===== src/rtl/control_sequencer.sv =====
// control_sequencer
//   Timing-sequence counter (SC, T0..T7) and hardwired control unit for the
//   8-bit accumulator CPU. Drives the BUS multiplexer select and the
//   load/increment/clear/memory strobes for AR, PC, DR, AC, IR and memory.
//
// Ports
//   clk       in  1  rising-edge clock
//   reset     in  1  synchronous, active-high
//   enable    in  1  low: SC/halted hold, every control output deasserted
//   IR_DATA   in  8  {I, opcode[2:0], reg-ref micro-ops[3:0]}
//   dr_zero   in  1  DR == 0, used only in ISZ T7
//   bus_sel   out 3  000 X, 001 AR, 010 PC, 011 DR, 100 AC, 101 IR, 110 TR, 111 MEM
//   ar_ld, ar_inc, pc_ld, pc_inc, dr_ld, dr_inc   out 1  register strobes
//   ac_ld, ac_clr, ac_inc                         out 1  AC controls
//   alu_op    out 2  00 AND, 01 ADD, 10 PASS DR, 11 NOT AC (00 unless ac_ld)
//   ir_ld     out 1  load IR from bus
//   mem_rd    out 1  memory read strobe
//   mem_wr    out 1  memory write of bus value at address AR
//   sc        out 3  current T-state
//   halted    out 1  HLT executed; cleared only by reset
module control_sequencer (
  input  logic       clk,
  input  logic       reset,
  input  logic       enable,
  input  logic [7:0] IR_DATA,
  input  logic       dr_zero,
  output logic [2:0] bus_sel,
  output logic       ar_ld,
  output logic       ar_inc,
  output logic       pc_ld,
  output logic       pc_inc,
  output logic       dr_ld,
  output logic       dr_inc,
  output logic       ac_ld,
  output logic       ac_clr,
  output logic       ac_inc,
  output logic [1:0] alu_op,
  output logic       ir_ld,
  output logic       mem_rd,
  output logic       mem_wr,
  output logic [2:0] sc,
  output logic       halted
);

  // T-states
  localparam logic [2:0] T0 = 3'd0;
  localparam logic [2:0] T1 = 3'd1;
  localparam logic [2:0] T2 = 3'd2;
  localparam logic [2:0] T3 = 3'd3;
  localparam logic [2:0] T4 = 3'd4;
  localparam logic [2:0] T5 = 3'd5;
  localparam logic [2:0] T6 = 3'd6;
  localparam logic [2:0] T7 = 3'd7;

  // Bus sources
  localparam logic [2:0] SEL_NONE = 3'b000;
  localparam logic [2:0] SEL_AR   = 3'b001;
  localparam logic [2:0] SEL_PC   = 3'b010;
  localparam logic [2:0] SEL_DR   = 3'b011;
  localparam logic [2:0] SEL_AC   = 3'b100;
  localparam logic [2:0] SEL_MEM  = 3'b111;

  // Opcodes
  localparam logic [2:0] OP_AND  = 3'b000;
  localparam logic [2:0] OP_ADD  = 3'b001;
  localparam logic [2:0] OP_LDA  = 3'b010;
  localparam logic [2:0] OP_STA  = 3'b011;
  localparam logic [2:0] OP_BUN  = 3'b100;
  localparam logic [2:0] OP_BSA  = 3'b101;
  localparam logic [2:0] OP_ISZ  = 3'b110;
  localparam logic [2:0] OP_RREF = 3'b111;

  // ALU functions
  localparam logic [1:0] ALU_AND  = 2'b00;
  localparam logic [1:0] ALU_ADD  = 2'b01;
  localparam logic [1:0] ALU_PASS = 2'b10;
  localparam logic [1:0] ALU_NOT  = 2'b11;

  logic [2:0] sc_q, sc_d;
  logic       halted_q, halted_d;

  logic       ind;
  logic [2:0] opcode;
  logic       cla, cma, inc, hlt;
  logic       active;

  assign ind    = IR_DATA[7];
  assign opcode = IR_DATA[6:4];
  assign cla    = IR_DATA[3];
  assign cma    = IR_DATA[2];
  assign inc    = IR_DATA[1];
  assign hlt    = IR_DATA[0];

  // Reset is folded into the decode gate so strobes are quiet during the
  // reset cycle itself, not only after the edge.
  assign active = enable && !halted_q && !reset;

  always_comb begin
    bus_sel  = SEL_NONE;
    ar_ld    = 1'b0;
    ar_inc   = 1'b0;
    pc_ld    = 1'b0;
    pc_inc   = 1'b0;
    dr_ld    = 1'b0;
    dr_inc   = 1'b0;
    ac_ld    = 1'b0;
    ac_clr   = 1'b0;
    ac_inc   = 1'b0;
    alu_op   = ALU_AND;
    ir_ld    = 1'b0;
    mem_rd   = 1'b0;
    mem_wr   = 1'b0;
    sc_d     = sc_q;
    halted_d = halted_q;

    if (active) begin
      sc_d = sc_q + 3'd1;
      case (sc_q)
        T0: begin
          bus_sel = SEL_PC;
          ar_ld   = 1'b1;
        end
        T1: begin
          bus_sel = SEL_MEM;
          mem_rd  = 1'b1;
          ir_ld   = 1'b1;
          pc_inc  = 1'b1;
        end
        T2: begin
          if (opcode == OP_RREF) begin
            sc_d = T0;
            // I=1 with opcode 111 is a NOP
            if (!ind) begin
              if (cla) begin
                ac_clr = 1'b1;
              end else if (cma) begin
                ac_ld  = 1'b1;
                alu_op = ALU_NOT;
              end else if (inc) begin
                ac_inc = 1'b1;
              end
              if (hlt) halted_d = 1'b1;
            end
          end else begin
            bus_sel = SEL_PC;
            ar_ld   = 1'b1;
          end
        end
        T3: begin
          bus_sel = SEL_MEM;
          mem_rd  = 1'b1;
          ar_ld   = 1'b1;
          pc_inc  = 1'b1;
        end
        T4: begin
          // Slot is always consumed so direct and indirect take equal time
          if (ind) begin
            bus_sel = SEL_MEM;
            mem_rd  = 1'b1;
            ar_ld   = 1'b1;
          end
        end
        T5: begin
          case (opcode)
            OP_AND, OP_ADD, OP_LDA, OP_ISZ: begin
              bus_sel = SEL_MEM;
              mem_rd  = 1'b1;
              dr_ld   = 1'b1;
            end
            OP_STA: begin
              bus_sel = SEL_AC;
              mem_wr  = 1'b1;
              sc_d    = T0;
            end
            OP_BUN: begin
              bus_sel = SEL_AR;
              pc_ld   = 1'b1;
              sc_d    = T0;
            end
            OP_BSA: begin
              bus_sel = SEL_PC;
              mem_wr  = 1'b1;
              ar_inc  = 1'b1;
            end
            default: sc_d = T0;
          endcase
        end
        T6: begin
          sc_d = T0;
          case (opcode)
            OP_AND: begin
              ac_ld  = 1'b1;
              alu_op = ALU_AND;
            end
            OP_ADD: begin
              ac_ld  = 1'b1;
              alu_op = ALU_ADD;
            end
            OP_LDA: begin
              ac_ld  = 1'b1;
              alu_op = ALU_PASS;
            end
            OP_BSA: begin
              bus_sel = SEL_AR;
              pc_ld   = 1'b1;
            end
            OP_ISZ: begin
              dr_inc = 1'b1;
              sc_d   = T7;
            end
            default: sc_d = T0;
          endcase
        end
        T7: begin
          // Only ISZ reaches T7; SC always returns to T0 so it never wraps
          sc_d = T0;
          if (opcode == OP_ISZ) begin
            bus_sel = SEL_DR;
            mem_wr  = 1'b1;
            pc_inc  = dr_zero;
          end
        end
        default: sc_d = T0;
      endcase
    end

    if (halted_q) sc_d = T0;
  end

  always_ff @(posedge clk) begin
    if (reset) begin
      sc_q     <= T0;
      halted_q <= 1'b0;
    end else begin
      sc_q     <= sc_d;
      halted_q <= halted_d;
    end
  end

  assign sc     = sc_q;
  assign halted = halted_q;

endmodule


===== config.mk =====
export PLATFORM = sky130hd
export DESIGN_NAME = control_sequencer
export DESIGN_NICKNAME = d
export VERILOG_FILES = /design/src/rtl/control_sequencer.sv
export SDC_FILE = /design/constraint.sdc
export NUM_CORES = 1
export LEC_CHECK = 0
export CAP_MARGIN = 20
export CORE_ASPECT_RATIO = 0.8
export CORE_MARGIN = 3
export CORE_UTILIZATION = 34
export CTS_BUF_LIST = sky130_fd_sc_hd__clkbuf_8
export CTS_CLUSTER_DIAMETER = 50
export DETAILED_ROUTE_END_ITERATION = 10
export GPL_TIMING_DRIVEN = 0
export HOLD_SLACK_MARGIN = 0.03
export PLACE_DENSITY_LB_ADDON = 0.2
export SLEW_MARGIN = 0
export SYNTH_ARGS = -nofsm -noshare
export SYNTH_HDL_FRONTEND = slang
export SYNTH_SLANG_ARGS = --single-unit

===== constraint.sdc =====
create_clock -name clk -period 2.1 [get_ports clk]
set_input_delay 0.42 -clock clk [delete_from_list [all_inputs] [get_ports clk]]
set_output_delay 0.42 -clock clk [all_outputs]
set_load 0.005 [all_outputs]

Figure 1. Metal 3.
The bar under the picture is 20 um long.
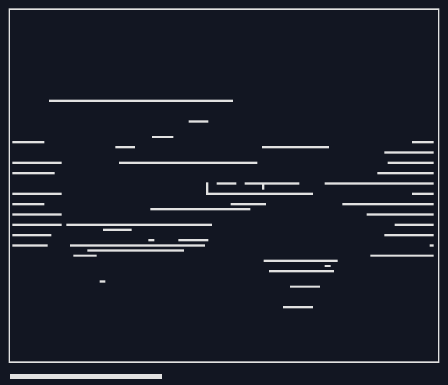
longest straight run: 23.9 um
share of all routed wire: 9.2%

==> results.tsv <==
metric	value	unit
status	finished, violations left	
violations	negative setup slack	
ys_top_cells_by_area	ha_1 18%, dfxtp_1 12%, nand2_1 8.2%	
cts_tree	done	
fp_nets	116	
skew	0.0000934	ns
irDropWorstVdd	0.465	mV
worstPathRequired	1.68	ns
aoi_share	25.2	%
slew_viol_final	0	
clkTransAtPathRegs	0.03	ns
synthToLayoutAreaGrowth	119	%
max_slew_margin	73.9	%
cap_violations	0	
layout.area.comb	752	um2
final_hold_viol_count	0	
rsz0062_at_grt	true	
setup.worst_path.end	alu_op[1]	
p_per_area	346	mW/mm2
cts_root_buf	clkbuf_8	
cts_sinks	4	
worst_slack	-0.162	ns
drive_gt1_share	60.8	%
grt_pass1_vias	951	
ctsHtreeMaxLevel	1	
routed_wl	3.35	mm
regArea	90.1	um2
via_per_inst	5.84	
yosysTopAreaCellShare	18.1	%
flop_cell	dfxtp_1	
drt_iter0_markers	50	
yosys_warnings	0	
hold_depth	2	
dieArea	0.00261	mm2
synth.distinct_cells	36	
antenna_found_initial	0	
warnings	35	
period_used_share	108	%
xor_area_share	0	%
setup_violations	9	
gr-total-overflow	0	
wire_per_inst	18.6	um
fillers	98	
met2_length	1.60	mm
top_layer_used	met4	
ys_sh_mux	1.45	%
postSynthCellCount	94	
grt_first_pass_wirelength	4.54	mm
core_area	0.00177	mm2
ys_cells	94	
hpwl	1.58	mm
met1_length	1.39	mm
grt_max_degree	11	
top_logic_kind	simple AND/OR/NAND/NOR gates	
hold_ws	0.372	ns
pre_cts_ws	-0.829	ns
fin_crit	2.26	ns
worstHoldPathType	input pin to flop	
cts_inserted_buffers	3	
fp_util	39.0	%
dr.pass1.iters	4	
syn_avg_cell_area	7.35	um2
ys_async_sr_fraction	0	%
min_from	reset	
synth-seq-cells	4	
cts_hold_buffers	0	
wl_met3	309	um
critPathMaxFanout	5	
ant_nets	0	
critPathArrivalTime	1.84	ns
Figure 2. Nets reached from selected ports.
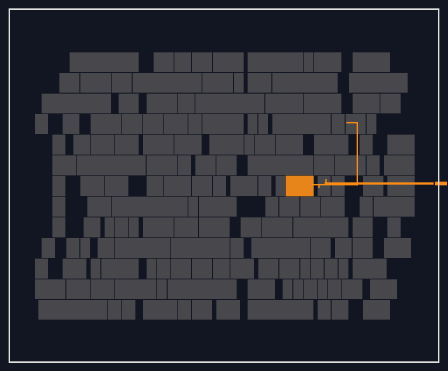
[dr_inc] orange | bits: 1 | direction: output | edge: right | end cells: 1 | buffers: 1 | wire: 30.4 um
Port Buffers: 32
io pins: 33

==> worst min path at each step <==
stage	to	slack, ns
2_1_floorplan	halted	0.49
3_3_place_gp	halted	0.54
3_5_place_dp	halted	0.56
4_1_cts	halted	0.42
5_1_grt	halted	0.37
6_report	halted	0.37
==> metrics by stage <==
stage	power [mW]	instances	utilization, %
floorplan	0.168	94	-
global placement	0.228	148	58.6
detailed placement	0.230	148	58.6
CTS	0.455	167	75.9
global route	0.551	180	85.2
finish	0.523	180	85.2
==> cell usage after synthesis, drive strengths merged, types with 2 or more instances <==
library cell   n
clkbuf         2
buf            4
a21oi          9
nand3          8
o221a          2
ha            10
o31ai          2
dfxtp          4
nor2b          3
o211ai         2
inv            5
nor2           5
nor3           3
nand2         15
==> where the power goes <==
part | internal, mW | switching [mW] | leakage [nW]
logic | 0.149 | 0.128 | 0.608
registers | 0.0806 | 0.00827 | 0.0350
clock network | 0.122 | 0.0352 | 0.0216
==> worst max-delay path, stage by stage (launching register included) <==
cell and delay (ns):
dfxtp_2 0.33, or3b_4 0.41, buf_12 0.14, nor4_4 0.27
buf_4 0.16, nand3b_1 0.12, nand2_1 0.09, buf_2 0.11
==> cells in the final DEF (no fill, tap or decap), drive strengths merged, types with 2 or more instances in the layout <==
cell type / count
o211ai: 2
ha: 10
nand2: 15
buf: 49
nor2: 5
dlygate4sd2: 5
clkdlybuf4s50: 10
clkbuf: 5
nand3: 8
nor2b: 3
dfxtp: 4
inv: 4
nor3: 3
a21oi: 9
o221a: 2
o31ai: 2
==> registers in the layout, summed over array words and instances, names as in the netlist <==
name / cells
sc: 3
halted: 1
==> logic make-up (layout without fill, tap and decap cells) <==
| kind of cell | Yosys count | after routing |
|---|---|---|
| AND-OR/OR-AND | 24 | 24 |
| AND/OR/NAND/NOR | 44 | 44 |
| buffers and inverters | 11 | 75 |
| flip-flops | 4 | 4 |
| multiplexers | 1 | 1 |
| adder cells (fa/ha/maj) | 10 | 10 |
==> per-layer routing <==
layer  track usage [%]  up-vias
met5                 0        -
met4              6.16        0
met3              5.04        8
met2              39.4       68
met1              27.3      493
li1                  -      483
==> repair_timing <==
| action | CTS | global route |
|---|---|---|
| pin swaps | 16 | 13 |
| hold endpoints to repair | 0 | 0 |
| endpoints found under the setup margin | 17 | 13 |
| gates resized | 105 | 29 |
| buffers inserted | 18 | 12 |
| gates cloned | 0 | 1 |
==> cell type report <==
type | count | area share [%]
buffer | 5 | 3.81
clock buffer | 3 | 2.73
inverter | 5 | 1.66
multi-input combinational | 79 | 49.8
sequential | 4 | 5.97
tap | 22 | 1.82
timing repair buffer | 62 | 34.2
Power is estimated from default activity; no workload was simulated.
